--- src/rtl/regfile_pkg.sv ---
// Shared constants and the queued-write entry type for the register-file write arbiter.
package regfile_pkg;
  localparam int DATA_W = 32;
  localparam int ADDR_W = 5;
  localparam logic [ADDR_W-1:0] REG_ZERO = '0;

  typedef struct packed {
    logic [ADDR_W-1:0] reg_addr;
    logic [DATA_W-1:0] data;
    logic              live;
  } wq_entry_t;
endpackage

--- src/rtl/regfile_wq_fifo.sv ---
// In-order secondary-write queue with per-entry live bits, squash-by-register
// and a registered per-register pending map built from live entries.
module regfile_wq_fifo #(
  parameter int QDEPTH = 4
) (
  input  logic                                   clk,
  input  logic                                   rst,
  input  logic                                   i_push,
  input  regfile_pkg::wq_entry_t                 i_push_entry,
  input  logic                                   i_pop,
  input  logic                                   i_squash_en,
  input  logic [regfile_pkg::ADDR_W-1:0]         i_squash_reg,
  output regfile_pkg::wq_entry_t                 o_head,
  output logic [$clog2(QDEPTH):0]                o_count,
  output logic [(1<<regfile_pkg::ADDR_W)-1:0]    o_pend_busy
);
  import regfile_pkg::*;

  localparam int PTR_W = $clog2(QDEPTH);
  localparam int NREGS = 1 << ADDR_W;

  wq_entry_t          r_mem [QDEPTH];
  logic [QDEPTH-1:0]  r_live;
  logic [PTR_W-1:0]   r_wr_ptr;
  logic [PTR_W-1:0]   r_rd_ptr;
  logic [PTR_W:0]     r_count;
  logic [NREGS-1:0]   r_pend;

  logic [QDEPTH-1:0]  w_live_nxt;
  logic [ADDR_W-1:0]  w_reg_nxt [QDEPTH];
  logic [NREGS-1:0]   w_pend_nxt;

  // Squash only looks at resident entries; the tail write below lands after it,
  // so an entry pushed on the same edge as a pipeline write survives.
  always_comb begin
    w_live_nxt = r_live;
    for (int i = 0; i < QDEPTH; i++) begin
      w_reg_nxt[i] = r_mem[i].reg_addr;
      if (i_squash_en && r_live[i] && (r_mem[i].reg_addr == i_squash_reg))
        w_live_nxt[i] = 1'b0;
    end
    if (i_pop)
      w_live_nxt[r_rd_ptr] = 1'b0;
    if (i_push) begin
      w_live_nxt[r_wr_ptr] = i_push_entry.live;
      w_reg_nxt[r_wr_ptr]  = i_push_entry.reg_addr;
    end
  end

  always_comb begin
    w_pend_nxt = '0;
    for (int i = 0; i < QDEPTH; i++) begin
      if (w_live_nxt[i])
        w_pend_nxt[w_reg_nxt[i]] = 1'b1;
    end
  end

  always_ff @(posedge clk or posedge rst) begin
    if (rst) begin
      r_live   <= '0;
      r_wr_ptr <= '0;
      r_rd_ptr <= '0;
      r_count  <= '0;
      r_pend   <= '0;
    end else begin
      r_live <= w_live_nxt;
      r_pend <= w_pend_nxt;
      if (i_push)
        r_wr_ptr <= r_wr_ptr + 1'b1;
      if (i_pop)
        r_rd_ptr <= r_rd_ptr + 1'b1;
      case ({i_push, i_pop})
        2'b10:   r_count <= r_count + 1'b1;
        2'b01:   r_count <= r_count - 1'b1;
        default: r_count <= r_count;
      endcase
    end
  end

  always_ff @(posedge clk) begin
    if (i_push)
      r_mem[r_wr_ptr] <= i_push_entry;
  end

  always_comb begin
    o_head          = r_mem[r_rd_ptr];
    o_head.live     = r_live[r_rd_ptr];
  end

  assign o_count     = r_count;
  assign o_pend_busy = r_pend;
endmodule

--- src/rtl/regfile_write_arbiter.sv ---
// Merges pipeline writeback (always wins) and a queued secondary write source
// onto the register file's single registered write port.
module regfile_write_arbiter #(
  parameter int DATA_W = 32,
  parameter int ADDR_W = 5,
  parameter int QDEPTH = 4
) (
  input  logic                     clk,
  input  logic                     rst,
  input  logic                     pipe_we,
  input  logic [ADDR_W-1:0]        pipe_reg,
  input  logic [DATA_W-1:0]        pipe_data,
  input  logic                     aux_valid,
  output logic                     aux_ready,
  input  logic [ADDR_W-1:0]        aux_reg,
  input  logic [DATA_W-1:0]        aux_data,
  output logic                     RegWrite,
  output logic [ADDR_W-1:0]        Write_Reg,
  output logic [DATA_W-1:0]        Write_Bus,
  output logic [31:0]              pend_busy,
  output logic [$clog2(QDEPTH):0]  q_count
);
  import regfile_pkg::*;

  localparam int CNT_W = $clog2(QDEPTH) + 1;
  localparam logic [CNT_W-1:0] QFULL = CNT_W'(QDEPTH);

  logic       w_pipe_issue;
  logic       w_push;
  logic       w_pop;
  wq_entry_t  w_push_entry;
  wq_entry_t  w_head;

  logic              r_we;
  logic [ADDR_W-1:0] r_wreg;
  logic [DATA_W-1:0] r_wbus;

  // A pipeline write to r0 is a no-op and leaves the cycle free for a pop.
  assign w_pipe_issue = pipe_we && (pipe_reg != REG_ZERO);
  assign aux_ready    = (q_count < QFULL) && !rst;
  assign w_push       = aux_valid && aux_ready;
  assign w_pop        = !w_pipe_issue && (q_count != '0);

  always_comb begin
    w_push_entry.reg_addr = aux_reg;
    w_push_entry.data     = aux_data;
    w_push_entry.live     = (aux_reg != REG_ZERO);
  end

  regfile_wq_fifo #(
    .QDEPTH (QDEPTH)
  ) u_wq (
    .clk          (clk),
    .rst          (rst),
    .i_push       (w_push),
    .i_push_entry (w_push_entry),
    .i_pop        (w_pop),
    .i_squash_en  (w_pipe_issue),
    .i_squash_reg (pipe_reg),
    .o_head       (w_head),
    .o_count      (q_count),
    .o_pend_busy  (pend_busy)
  );

  // Output register: squashed heads burn a cycle with the write enable low.
  always_ff @(posedge clk or posedge rst) begin
    if (rst) begin
      r_we   <= 1'b0;
      r_wreg <= '0;
      r_wbus <= '0;
    end else if (w_pipe_issue) begin
      r_we   <= 1'b1;
      r_wreg <= pipe_reg;
      r_wbus <= pipe_data;
    end else if (w_pop) begin
      r_we <= w_head.live;
      if (w_head.live) begin
        r_wreg <= w_head.reg_addr;
        r_wbus <= w_head.data;
      end
    end else begin
      r_we <= 1'b0;
    end
  end

  assign RegWrite  = r_we;
  assign Write_Reg = r_wreg;
  assign Write_Bus = r_wbus;
endmodule
--- config.mk ---
export PLATFORM = sky130hd
export DESIGN_NAME = regfile_write_arbiter
export DESIGN_NICKNAME = d
export VERILOG_FILES = /design/src/rtl/regfile_pkg.sv /design/src/rtl/regfile_wq_fifo.sv /design/src/rtl/regfile_write_arbiter.sv
export SDC_FILE = /design/constraint.sdc
export NUM_CORES = 1
export LEC_CHECK = 0
export ABC_AREA = 1
export CORE_UTILIZATION = 50
export DETAILED_ROUTE_END_ITERATION = 6
export PLACE_DENSITY = 0.81
export RECOVER_POWER = 100
export SLEW_MARGIN = 0
export SYNTH_ARGS = -nofsm -noshare
export SYNTH_HDL_FRONTEND = slang
export SYNTH_HIERARCHICAL = 1
export SYNTH_SLANG_ARGS = --single-unit
--- constraint.sdc ---
create_clock -name clk -period 3.3 [get_ports clk]
set_input_delay 0.99 -clock clk [delete_from_list [all_inputs] [get_ports clk]]
set_output_delay 0.99 -clock clk [all_outputs]
set_load 0.02 [all_outputs]
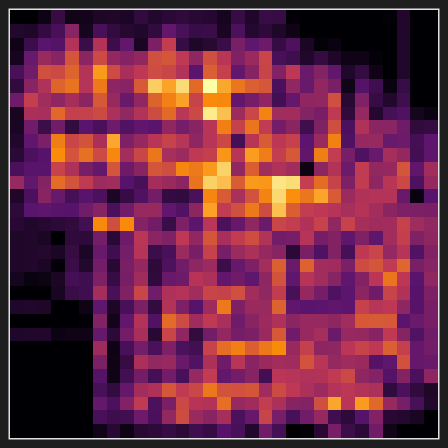
*Routed metal per tile*
The die is cut into 31 by 31 equal tiles; black is low, pale yellow is high, scaled to the fullest tile. Values are wire area over tile area, all layers added.
The emptiest ninth of the die: bottom left. The fullest tile reaches 0.64. 21% of the tiles are over half the peak. The mean over all tiles is 0.21.
total track usage: 25.2%
total vias in the final route: 10100

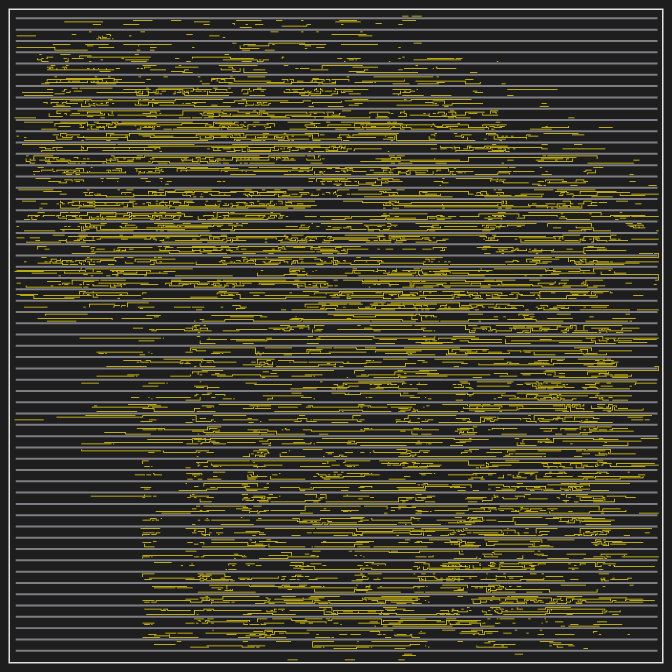
*M1 wires*
Supply wires on this layer in gray.
The layer carries 13700 um of wire. The layer holds 44% of the routed length. The wires run mostly horizontal. The longest straight run is 49.2 um. 1529 nets have wire on it.
drt total wl: 30900 um
met1 Use GR: 36.5%

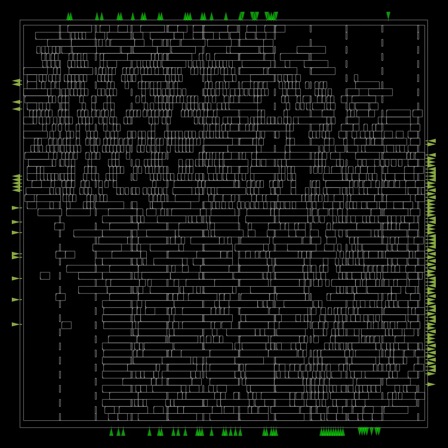
*Placement view*
Fillers: 2057
core area: 0.0235 sq mm
row count: 56
seq_cells: 229

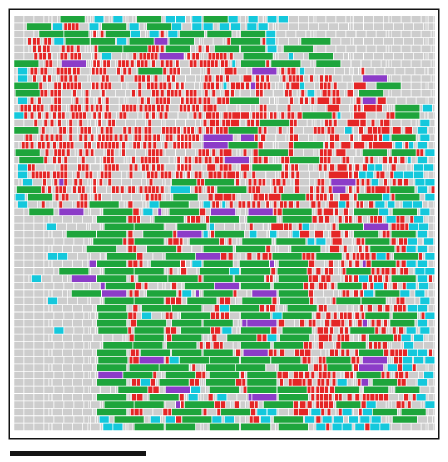
*Placed cells, one color a class*
The bar under the picture is 50 um long. Fill, decap, tap and diode cells in gray.
Red is all other logic, cells 1167. Cyan is other buffers and delay cells, cells 181. Green is flip-flops, cells 229. Purple is clock drivers and dummy loads, cells 43.
Final Util: 61.2%
final instance area: 0.0144 sq mm

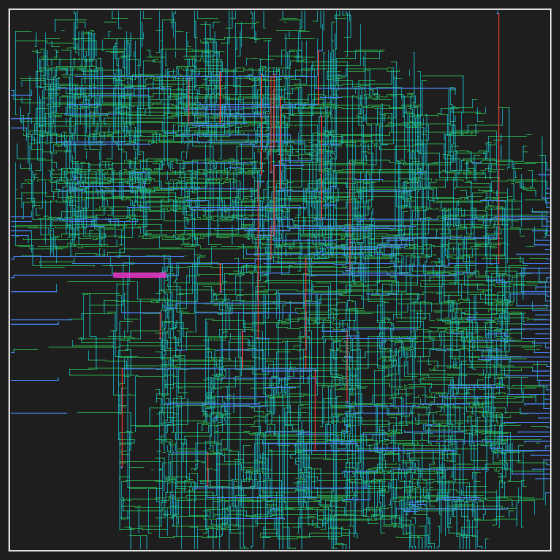
*Routed metal, one color a layer*
Red is met4, wire length 498 um. Cyan is met2, wire length 13900 um. Blue is met3, wire length 2750 um. Magenta is met5, wire length 13.8 um. Green is met1, wire length 13700 um.
DR WL/cell: 15.9 um

==> results_dict.tcl <==
# yosys + openroad results
set metrics [dict create \
    antenna_left 0 \
    fin_ws_ns 0.130 \
    top_area_cell "edfxtp_1" \
    ys_cells 1465 \
    wl_met3_um 2750 \
    cp-endpoint "aux_ready" \
    maxUsedRoutingLayer "met5" \
    critPathMaxFanout 4 \
    clock_latency_ns 0.54 \
    clockPowerShare_pct 24.8 \
    initCoreUtil_pct 51.1 \
    fp.dieW_um 157 \
    tool_warnings 32 \
    finalWeightedCongestion 0.896 \
    synth_xor_xnor_area_share_pct 0.291 \
    drv_slew 39 \
    dp_hpwl_um 20800 \
    antenna_found_initial 2 \
    power_switching_uw 4190 \
    layout.area.comb_sq_mm 0.00444 \
    asyncSetResetFlopFracSynth_pct 35.4 \
    clock_buffers 30 \
    cts_buffers 24 \
    finalHoldViolCount 0 \
    ir_worst_vdd_mv 0.388 \
    syn_avg_cell_area_sq_um 8.20 \
    violations "max-capacitance violations, max-slew violations" \
    slew_headroom_pct -35.8 \
    crit_chain "clkdlybuf4s50_1 > nor2_1 > clkdlybuf4s50_1" \
    yosysWarnings 6 \
    cp-startpoint "rst" \
    seqCellArea_sq_mm 0.00647 \
    worst-path-stages 3 \
    synth_flop_count 229 \
    outcome "finished, violations left" \
    path_clk_slew_ns 0.06 \
    ys_seq_share_pct 53.8 \
    max-cap-violations 1 \
    cpMostUsedCell "clkdlybuf4s50_1" \
    cts.path.max_buffers 3 \
    fmax_mhz 315 \
    grtUsageMet2_pct 39.6 \
    first_iter_violations 996 \
    seqAreaFraction_pct 44.9 \
    yosys_area_sq_mm 0.0120 \
    hold_class "reg2reg" \
    simple_gate_share_pct 28.6 \
    p_leak_uw 0.00652 \
    synth_area_sq_mm 0.0120 \
]
